==> config.mk <==
export PLATFORM = sky130hd
export DESIGN_NAME = sub_atr_pipe_8
export DESIGN_NICKNAME = d
export VERILOG_FILES = /design/src/rtl/sub_atr_pkg.sv /design/src/rtl/sub_half_slice.sv /design/src/rtl/sub_atr_pipe_8.sv
export SDC_FILE = /design/constraint.sdc
export NUM_CORES = 1
export LEC_CHECK = 0
export CAP_MARGIN = 15
export CORE_MARGIN = 2
export CORE_UTILIZATION = 49
export DETAILED_ROUTE_END_ITERATION = 8
export PLACE_DENSITY = 0.76
export RECOVER_POWER = 100
export SYNTH_ARGS = -nofsm -noshare
export SYNTH_HDL_FRONTEND = slang
export SYNTH_SLANG_ARGS = --single-unit
==> constraint.sdc <==
create_clock -name clk -period 2.7 [get_ports clk]
set_input_delay 0.405 -clock clk [delete_from_list [all_inputs] [get_ports clk]]
set_output_delay 0.405 -clock clk [all_outputs]
set_load 0.05 [all_outputs]
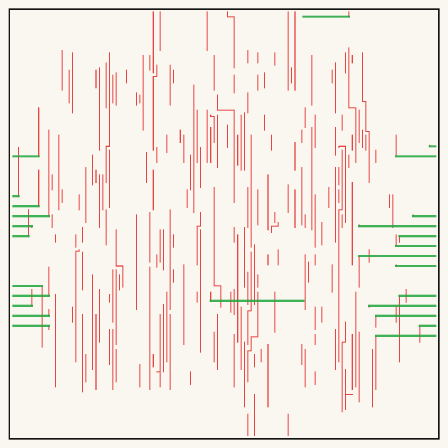
*Routed metal, one colour a layer, run 1*
Only two layers are drawn.
green -> met3  # wire length 134 um
red -> met2  # wire length 1210 um
routed via count: 953
final WL: 2390 um
Tot GR Track Use: 16.3%
drt wl/cell: 12.8 um

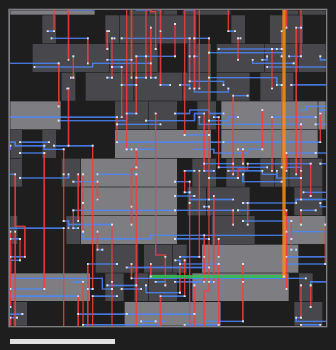
*Close-up of the layout, run 1*
Bar = 10 um. Window x 14 to 44, y 14 to 44 um. Cells in grey, sequential cells in the stronger grey; small squares are vias.
blue -> met1
orange -> met4
red -> met2
green -> met3
sequential cells in the window = 11
most frequent = dfrtp_1 (11), nand2_1 (6), inv_1 (6)
cells with their middle in the window = 54

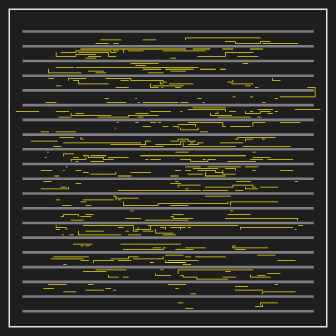
*The metal 1 layer, run 1*
Supply wires on this layer in grey.
share of all routed wire = 42%
wire length on this layer = 1010 um
main direction = horizontal
nets with wire on the layer = 160
longest straight run = 22.5 um
met1 Usage GRT: 19.4%

==> results.ini, run 1 <==
[detailed_routing]
post-route-drc-count = 0
routed_via_density = 5.10

[yosys]
postSynthSeqShare_pct = 44.9
ys_sh_xor_pct = 6.04
top_area_cell = dfrtp_1
synth-edff-count = 0

[power_and_ir_drop]
ir_drop_uv = 636
power.leakage_nw = 0.829

[final_layout]
stdcell_count = 187
final_cell_mix = 26 x dfrtp_1, 17 x inv_1, 17 x clkdlybuf4s50_1

[placed_design]
placed_area_sq_um = 1800

[critical_path]
worstSetupEndpointType = primary output
regToRegSetupSlack_ps = 610
critPathTopFamily = buffers and inverters

[floorplanning]
dieHeight_um = 58.4

[cts]
path_clk_slew_ps = 120
cts_tree = done

[timing]
finalHoldViolCount = 0

[flow_run]
warning_count = 28

[global_routing]
grt_max_degree = 27

[run_status]
status = finished clean

## run 1: cell type report
class                           count  area share, %
Sequential cell                    26           36.3
Inverter                           17           3.56
Timing Repair Buffer               34           18.6
Clock buffer                        3           1.26
Multi-Input combinational cell     76           38.1
Tap cell                           31           2.16
## run 1: power by group
| part | internal (mW) | leakage (nW) | switching (mW) |
|---|---|---|---|
| clock | 0.0520 | 0.0138 | 0.105 |
| sequential | 0.494 | 0.311 | 0.0609 |
| combinational | 0.290 | 0.504 | 0.453 |
| total | 0.836 | 0.829 | 0.619 |
## run 1: layer usage
layer | wire [um] | track usage (%)
met5 | 0 | 0
met3 | 134 | 2.42
met2 | 1210 | 29.1
met4 | 38 | 6.98
met1 | 1010 | 19.4
==> run 2: changes to the inputs <==
--- a/config.mk
+++ b/config.mk
@@ -9,6 +9,7 @@
 export CORE_MARGIN = 2
 export CORE_UTILIZATION = 49
 export DETAILED_ROUTE_END_ITERATION = 8
+export GPL_ROUTABILITY_DRIVEN = 0
 export PLACE_DENSITY = 0.76
 export RECOVER_POWER = 100
 export SYNTH_ARGS = -nofsm -noshare
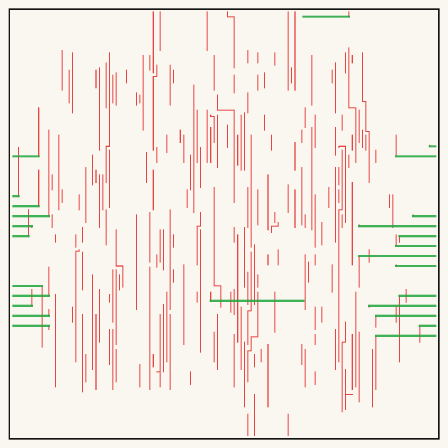
*Routed metal, one colour a layer, run 2*
Only two layers are drawn.
red -> met2  # wire length 1210 um
green -> met3  # wire length 134 um

==> run 2 against run 1 <==
Effect of this change: via count is the same; wire length unchanged; worst setup slack stayed put; design area stayed put; clock power is essentially flat; critical path type unchanged.
==> results.ini, run 2 <==
[global_routing]
grt_util_all_layers_pct = 16.3  ; unchanged
grt-busiest-layer = met2
grt_max_degree = 27  ; unchanged
met2_usage_pct = 29.1  ; unchanged
grt_use_met1_pct = 19.4  ; unchanged

[yosys]
postSynthSeqShare_pct = 44.9  ; unchanged
ys_sh_xor_pct = 6.04  ; unchanged
top_area_cell = dfrtp_1
syn_nets = 158

[detailed_routing]
wl_met1_um = 1010  ; unchanged
vias = 953  ; unchanged
top_layer = met4
wirelength_um = 2390  ; unchanged
wl_per_cell_um = 12.8  ; unchanged
wl_met3_um = 134  ; unchanged
post-route-drc-count = 0  ; unchanged
met2_length_um = 1210  ; unchanged
routed_via_density = 5.10  ; unchanged

[run_status]
status = finished clean

[power_and_ir_drop]
ir_drop_uv = 636  ; unchanged
power.leakage_nw = 0.829  ; unchanged

[final_layout]
final_cell_mix = 26 x dfrtp_1, 17 x inv_1, 17 x clkdlybuf4s50_1
stdcell_count = 187  ; unchanged

[timing]
finalHoldViolCount = 0  ; unchanged
clock_skew_ps = 14.5

[floorplanning]
die_x_um = 58.4
dieHeight_um = 58.4  ; unchanged
rows = 19
io_pins = 34

[cts]
cts_hold_buffers = 0
path_clk_slew_ps = 120  ; about the same

[critical_path]
critPathTopFamily = buffers and inverters
worst-endpoint-required_ps = 2300
worstSetupEndpointType = primary output
crit_chain = dlygate4sd3_1 > nand3b_1 > dlygate4sd3_1
regToRegSetupSlack_ps = 610  ; about the same

[placed_design]
placed_area_sq_um = 1800  ; unchanged

[flow_run]
warning_count = 28  ; unchanged

[run 2: cell counts after synthesis]
Identical to the previous run, type by type.
[run 2: final cells by class]
type                    instances  area share (%)
multi-input cells              76            38.1
repair buffers                 34            18.6
clock buffers                   3            1.26
inverters                      17            3.56
well taps                      31            2.16
flip-flops and latches         26            36.3
[run 2: power breakdown]
part	leakage (nW)	switching, mW	internal, mW
clock network	0.0138	0.105	0.0520
registers	0.311	0.0609	0.494
logic	0.504	0.453	0.290
[run 2: logic make-up after synthesis]
kind of cell | Yosys count
AOI/OAI and AO/OA | 13
muxes | 15
and+or+nand+nor | 22
adders and majority gates | 16
buffers and inverters | 19
DFF | 26
xor gates and xnor gates | 10
[run 2: tightest hold or removal path, cell delays in order, from the launching register on]
cell,delay [ps]
dfrtp_1,360
nand2_1,50
o31ai_1,50
### The metal 1 layer, run 2

Supply wires on this layer in grey.
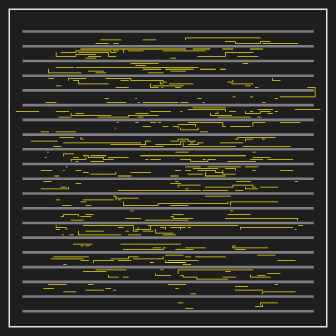

==> run 3: changes to the inputs <==
--- a/config.mk
+++ b/config.mk
@@ -12,6 +12,7 @@
 export GPL_ROUTABILITY_DRIVEN = 0
 export PLACE_DENSITY = 0.76
 export RECOVER_POWER = 100
+export REMOVE_ABC_BUFFERS = 1
 export SYNTH_ARGS = -nofsm -noshare
 export SYNTH_HDL_FRONTEND = slang
 export SYNTH_SLANG_ARGS = --single-unit
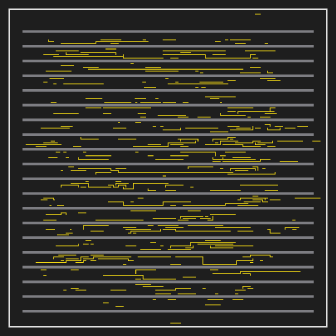
*The metal 1 layer, run 3*
Supply wires on this layer in grey.
met1 Usage GRT: 19.1%
routed via count: 949

==> run 3 against run 2 <==
Effect of this change: die size is the same; utilization grew 0.49 points; clock power grew 29%; sequential power is essentially flat; combinational power grew 1%; sequential share of layout area shrank 0.28 points; synthesized area is the same; flip-flop count is the same; wire length grew 5.5%.
==> results.ini, run 3 <==
[global_routing]
grt_max_degree = 27  ; unchanged
grt_util_all_layers_pct = 17.2  ; +0.95 points

[power_and_ir_drop]
power_switching_mw = 0.643  ; +3.9%
switching_share_pct = 42.6  ; about the same
pwr-share-clk_pct = 13.4  ; +2.6 points
top_power_group = combinational logic
pwr-share-comb_pct = 49.9  ; -1.2 points
pg_clk_mw = 0.203  ; +29%
power.leakage_nw = 0.836  ; +0.87%
ir_drop_uv = 660  ; +3.7%
sequentialPowerShare_pct = 36.7  ; -1.4 points

[floorplanning]
die_x_um = 58.4  ; unchanged
dieHeight_um = 58.4  ; unchanged
io_pins = 34  ; unchanged

[yosys]
top_area_cell = dfrtp_1
postSynthSeqShare_pct = 44.9  ; unchanged
ys_sh_xor_pct = 6.04  ; unchanged

[timing]
finalHoldViolCount = 0  ; unchanged
clock_skew_ps = 11.0  ; -3.48 ps

[critical_path]
crit_chain = dlygate4sd3_1 > nand3b_1 > dlygate4sd3_1
regToRegSetupSlack_ps = 650  ; +40 ps
critPathTopFamily = buffers and inverters
worstSetupEndpointType = primary output
worst-endpoint-required_ps = 2300  ; about the same

[final_layout]
stdcell_count = 188  ; +0.53%
final_cell_mix = 26 x dfrtp_1, 17 x inv_1, 17 x clkdlybuf4s50_1

[detailed_routing]
routed_via_density = 5.05  ; -0.95%
wirelength_um = 2520  ; +5.5%
post-route-drc-count = 0  ; unchanged

[run_status]
status = finished clean

[placed_design]
placed_area_sq_um = 1800  ; unchanged

## run 3: cell counts after synthesis
No cell type changed its count.
## run 3: metal layers
| layer | wire, um | part of all wire, % |
|---|---|---|
| met1 | 975 | 39 |
| met2 | 1360 | 54 |
| met3 | 104 | 4.1 |
| met4 | 72 | 2.9 |
| met5 | 0 | 0 |
## run 3: worst reg2reg max path, cell delays in order (launching register included)
cell	delay (ps)
dfrtp_1	370
inv_1	60
fa_1	560
inv_1	50
ha_1	160
o21ai_0	150
nand3b_1	140
xor2_1	190
mux2_2	270
## run 3: final cells by class
cell class,count,area (sq um)
fillers,231,976
multi-input cells,76,682
flip-flops and latches,26,651
repair buffers,34,334
inverters,17,63.8
well taps,31,38.8
clock buffers,4,36.3
Power is estimated from default activity; no workload was simulated.
